[config.mk]
export PLATFORM = sky130hd
export DESIGN_NAME = req_code_encoder_flat
export DESIGN_NICKNAME = d
export VERILOG_FILES = /design/src/rtl/req_code_encoder_pkg.sv /design/src/rtl/req_code_encoder_if.sv /design/src/rtl/req_code_encoder_lsb_prio_enc.sv /design/src/rtl/req_code_encoder.sv /design/src/flat_wrapper.sv
export SDC_FILE = /design/constraint.sdc
export NUM_CORES = 1
export LEC_CHECK = 0
export CAP_MARGIN = 20
export CORE_ASPECT_RATIO = 1.5
export CORE_MARGIN = 3
export CORE_UTILIZATION = 52
export CTS_CLUSTER_DIAMETER = 200
export CTS_CLUSTER_SIZE = 28
export DETAILED_ROUTE_END_ITERATION = 8
export MAX_ROUTING_LAYER = met4
export PLACE_DENSITY_LB_ADDON = 0.05
export REMOVE_ABC_BUFFERS = 1
export SKIP_LAST_GASP = 1
export SLEW_MARGIN = 20
export SYNTH_ARGS = -nofsm -noshare
export SYNTH_HDL_FRONTEND = slang
export SYNTH_SLANG_ARGS = --single-unit
[constraint.sdc]
create_clock -name clk -period 3.36 [get_ports clk]
set_clock_uncertainty 0.2 [all_clocks]
set_input_delay 0.672 -clock clk [delete_from_list [all_inputs] [get_ports clk]]
set_output_delay 0.672 -clock clk [all_outputs]
set_load 0.01 [all_outputs]
[src/rtl/req_code_encoder_pkg.sv]
// Shared types, sizing and bit-vector helpers for the request-to-code encoder.
package enc_pkg;

    localparam int NREQ     = 8;
    localparam int CODE_W   = $clog2(NREQ);
    localparam int CODE_MAX = 5;

    typedef enum logic {IDLE, EMIT} enc_state_t;

    // Scan from the top so the lowest set index is the last one written.
    function automatic logic [CODE_W-1:0] lowest_set_idx(input logic [NREQ-1:0] vec);
        logic [CODE_W-1:0] idx;
        idx = '0;
        for (int i = NREQ - 1; i >= 0; i--) begin
            if (vec[i]) idx = CODE_W'(i);
        end
        return idx;
    endfunction

    function automatic logic onehot0(input logic [NREQ-1:0] vec);
        return (vec & (vec - NREQ'(1))) == '0;
    endfunction

endpackage

[src/rtl/req_code_encoder_if.sv]
// Request-vector and code-bus handshake bundle between aggregator, encoder and decoder.
interface req_code_encoder_if;
    import enc_pkg::*;

    logic              req_valid;
    logic              req_ready;
    logic [NREQ-1:0]   req_vec;
    logic              code_valid;
    logic              code_ready;
    logic [CODE_W-1:0] code;
    logic              code_last;
    logic              zero_req;
    logic [7:0]        code_cnt;
    logic              range_err;

    modport master (
        output req_valid, req_vec, code_ready,
        input  req_ready, code_valid, code, code_last, zero_req, code_cnt, range_err
    );

    modport slave (
        input  req_valid, req_vec, code_ready,
        output req_ready, code_valid, code, code_last, zero_req, code_cnt, range_err
    );

endinterface

[src/rtl/req_code_encoder_lsb_prio_enc.sv]
// Combinational lowest-set-bit priority encoder: vector in, index and any-set flag out.
module lsb_prio_enc
    import enc_pkg::*;
(
    input  logic [NREQ-1:0]   vec_i,
    output logic [CODE_W-1:0] idx_o,
    output logic              any_o
);

    assign idx_o = lowest_set_idx(vec_i);
    assign any_o = |vec_i;

endmodule

[src/rtl/req_code_encoder.sv]
// Serialises an accepted request vector into binary codes, lowest index first.
// Optional macro CODE_RANGE_CHK_EN masks bits above CODE_MAX and flags them on range_err.
module req_code_encoder
    import enc_pkg::*;
(
    input  logic               clk,
    input  logic               rst,
    req_code_encoder_if.slave  bus
);

    enc_state_t        state_q, state_d;
    logic [NREQ-1:0]   pending_q, pending_d, masked_vec;
    logic [CODE_W-1:0] code_q, code_d, low_idx;
    logic [7:0]        code_cnt_q, code_cnt_d;
    logic              req_ready_q, req_ready_d;
    logic              code_valid_q, code_valid_d;
    logic              code_last_q, code_last_d;
    logic              zero_req_q, zero_req_d;
    logic              range_err_q, range_err_d;
    logic              pend_any, accept, handshake;

    assign accept    = bus.req_valid && req_ready_q;
    assign handshake = code_valid_q && bus.code_ready;

`ifdef CODE_RANGE_CHK_EN
    localparam logic [NREQ-1:0] RANGE_MASK = NREQ'((1 << (CODE_MAX + 1)) - 1);
    assign masked_vec  = bus.req_vec & RANGE_MASK;
    assign range_err_d = accept && |(bus.req_vec & ~RANGE_MASK);
`else
    assign masked_vec  = bus.req_vec;
    assign range_err_d = 1'b0;
`endif

    // NOTE: every variable gets a default before the case so no path leaves it unassigned (no latch).
    always_comb begin
        state_d    = state_q;
        pending_d  = pending_q;
        code_cnt_d = code_cnt_q;
        zero_req_d = 1'b0;
        unique case (state_q)
            IDLE: begin
                if (accept) begin
                    pending_d  = masked_vec;
                    zero_req_d = (masked_vec == '0);
                    if (masked_vec != '0) state_d = EMIT;
                end
            end
            EMIT: begin
                if (handshake) begin
                    pending_d  = pending_q & ~(NREQ'(1) << code_q);
                    code_cnt_d = code_cnt_q + 8'd1;
                    if (code_last_q) state_d = IDLE;
                end
            end
        endcase
    end

    lsb_prio_enc u_prio_enc (
        .vec_i (pending_d),
        .idx_o (low_idx),
        .any_o (pend_any)
    );

    // Outputs are computed from next state so they can be registered without adding latency.
    always_comb begin
        code_d       = low_idx;
        code_valid_d = (state_d == EMIT);
        code_last_d  = pend_any && onehot0(pending_d);
        req_ready_d  = (state_d == IDLE);
    end

    // NOTE: sequential state uses non-blocking assignments so every register samples pre-edge values.
    always_ff @(posedge clk) begin
        if (rst) begin
            state_q      <= IDLE;
            pending_q    <= '0;
            code_q       <= '0;
            code_cnt_q   <= '0;
            req_ready_q  <= 1'b1;
            code_valid_q <= 1'b0;
            code_last_q  <= 1'b0;
            zero_req_q   <= 1'b0;
            range_err_q  <= 1'b0;
        end else begin
            state_q      <= state_d;
            pending_q    <= pending_d;
            code_q       <= code_d;
            code_cnt_q   <= code_cnt_d;
            req_ready_q  <= req_ready_d;
            code_valid_q <= code_valid_d;
            code_last_q  <= code_last_d;
            zero_req_q   <= zero_req_d;
            range_err_q  <= range_err_d;
        end
    end

    assign bus.req_ready  = req_ready_q;
    assign bus.code_valid = code_valid_q;
    assign bus.code       = code_q;
    assign bus.code_last  = code_last_q;
    assign bus.zero_req   = zero_req_q;
    assign bus.code_cnt   = code_cnt_q;
    assign bus.range_err  = range_err_q;

endmodule

[src/flat_wrapper.sv]
// flat-port wrapper written by rule: the top's interface ports become plain ports
module req_code_encoder_flat import enc_pkg::*;
  (clk, rst, bus_req_valid, bus_req_vec, bus_code_ready, bus_req_ready, bus_code_valid, bus_code, bus_code_last, bus_zero_req, bus_code_cnt, bus_range_err);
  req_code_encoder_if bus_i ();
  input  logic clk;
  input  logic rst;
  input wire logic [$bits(bus_i.req_valid)-1:0] bus_req_valid;
  input wire logic [$bits(bus_i.req_vec)-1:0] bus_req_vec;
  input wire logic [$bits(bus_i.code_ready)-1:0] bus_code_ready;
  output wire logic [$bits(bus_i.req_ready)-1:0] bus_req_ready;
  output wire logic [$bits(bus_i.code_valid)-1:0] bus_code_valid;
  output wire logic [$bits(bus_i.code)-1:0] bus_code;
  output wire logic [$bits(bus_i.code_last)-1:0] bus_code_last;
  output wire logic [$bits(bus_i.zero_req)-1:0] bus_zero_req;
  output wire logic [$bits(bus_i.code_cnt)-1:0] bus_code_cnt;
  output wire logic [$bits(bus_i.range_err)-1:0] bus_range_err;
  assign bus_i.req_valid = bus_req_valid;
  assign bus_i.req_vec = bus_req_vec;
  assign bus_i.code_ready = bus_code_ready;
  assign bus_req_ready = bus_i.req_ready;
  assign bus_code_valid = bus_i.code_valid;
  assign bus_code = bus_i.code;
  assign bus_code_last = bus_i.code_last;
  assign bus_zero_req = bus_i.zero_req;
  assign bus_code_cnt = bus_i.code_cnt;
  assign bus_range_err = bus_i.range_err;
  req_code_encoder u_core (.clk(clk), .rst(rst), .bus(bus_i));
endmodule
**Signal wires on met2**

Scale: 8 px per um.
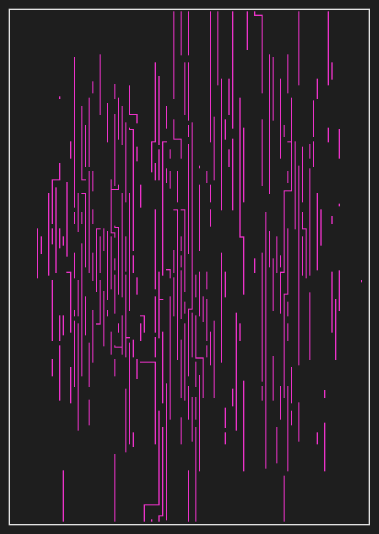
The longest straight run is 32.0 um. 155 nets have wire on it. The layer holds 59% of the routed length. The layer carries 1,460 um of wire. The wires run mostly vertical.

==> ci_impl_report.md <==
## Synthesis and layout report

| Metric | Value |
|---|---|
| Status | complete, no violations |
| Dominant kind of cell | multi-input combinational cells |
| Worst Hold End | u_core.state_q$_SDFF_PP0_ |
| CP bufs+invs | 1 |
| Logic area | approximately 670 um^2 |
| Worst-path cell chain | clkdlybuf4s50_1 |
| Clk ins delay skew pair | approximately 0.31 ns |
| Antenna violations before repair | 0 |
| Yosys top cell by area | dfxtp_1 |
| Synthesized flop and latch total | 23 |
| Clock share of power | 0.206 |
| Nonclk buf count | 26 |
| Yosys aoi share | 0.161 |
| GPL Wtd Cong | roughly 0.8 |
| Mean Syn Cell Area | approximately 9.0 um^2 |
| Port bufs | 26 |
| Ys async rst share | 0 |
| Comb power | approximately 0.17 mW |
| CP Data Arrival Time | 1.81 ns |
| Cells after Synth | about 130 |
| Routed Antenna Nets | 0 |
| Global route overflow | 0 |
| Main logic family after synthesis | simple AND/OR/NAND/NOR gates |
| Worst VDD drop | around 0.00023 V |
| Final hold slack | 0.296 ns |
| Sw Share | 0.302 |
| Leakage | around 0.54 nW |
| Register-to-Register Path Depth | 5 |
| Worst-path maximum fanout | 22 |
| Sequential share of power | 0.521 |
| Reg2reg end | u_core.bus.code_last$_SDFF_PP0_ |
| Clk tree area frac | 0.0181 |
| H-tree levels | 1 |
| Postcts setup bufs | 0 |
| M1 WL | ~930 um |
| Reg clk slew, reported paths | approximately 0.11 ns |
| Area share, top type | 0.391 |
| DRC | 0 |
| Main synth FF type | dfxtp_1 |
| Final worst path period need | about 2.7 ns |
| Top pwr grp | sequential cells |
| Overall die height | between 60 and 70 um |
| Max Cap Viol | 0 |
| Post-synth design cell area | between 1000 and 1500 um^2 |
| Final-layout clock buffer total | 4 |
| Met2 Routed Length | around 1.5 mm |
| Yosys cell types | 41 |
| #MultiIn Comb | approximately 100 |
| Adder share | 0.0106 |
| Crit path required time | about 2.5 ns |
| Setup crit end kind | output port |
| Hold depth | 1 |
| Yosys stat chip area | roughly 1200 um^2 |
| WL per Instance | around 14 um |
| Starting DRT DRC Count | 9 |
| Met2 Use GR | 0.365 |
| Total power | between 0.6 and 0.7 mW |
| Power Sequential | 0.316 mW |
| CP startpoint | u_core.state_q$_SDFF_PP0_ |
| # diodes | 0 |
| RSZ-0062 raised after global routing | no |
| Psw | ~0.18 mW |
**Routed clock nets over the placement**

Scale: 4 px per um.
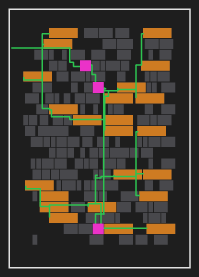
Green is clock wires, length 234 um. Magenta is clock-net drivers, count 3. Orange is flip-flops, count 23.
There are 4 routed clock nets.

[placed cells by master (no fill, tap or decap), types with 2 or more instances in the layout]
cell type / n
o21ai_2: 3
o22ai_1: 3
nor2_1: 17
nor2b_1: 6
and3_1: 2
nand2b_1: 2
clkdlybuf4s50_1: 26
dfxtp_1: 23
clkbuf_4: 3
o22a_1: 2
a21oi_1: 2
a211oi_1: 2
mux2i_1: 9
nor4_1: 5
nand2_1: 11
nor3_1: 3
o211ai_1: 4
a31oi_1: 2
and2_1: 2
xor2_1: 5
xnor2_1: 2
nand3_1: 2
[worst reg2reg max path, stage by stage (launching register included)]
cell and delay (ns):
dfxtp_1 0.82, nand2_1 0.10, o22ai_1 0.36, nor2_1 0.13, or4b_1 0.52, a31oi_1 0.13
Power is estimated from default activity; no workload was simulated.
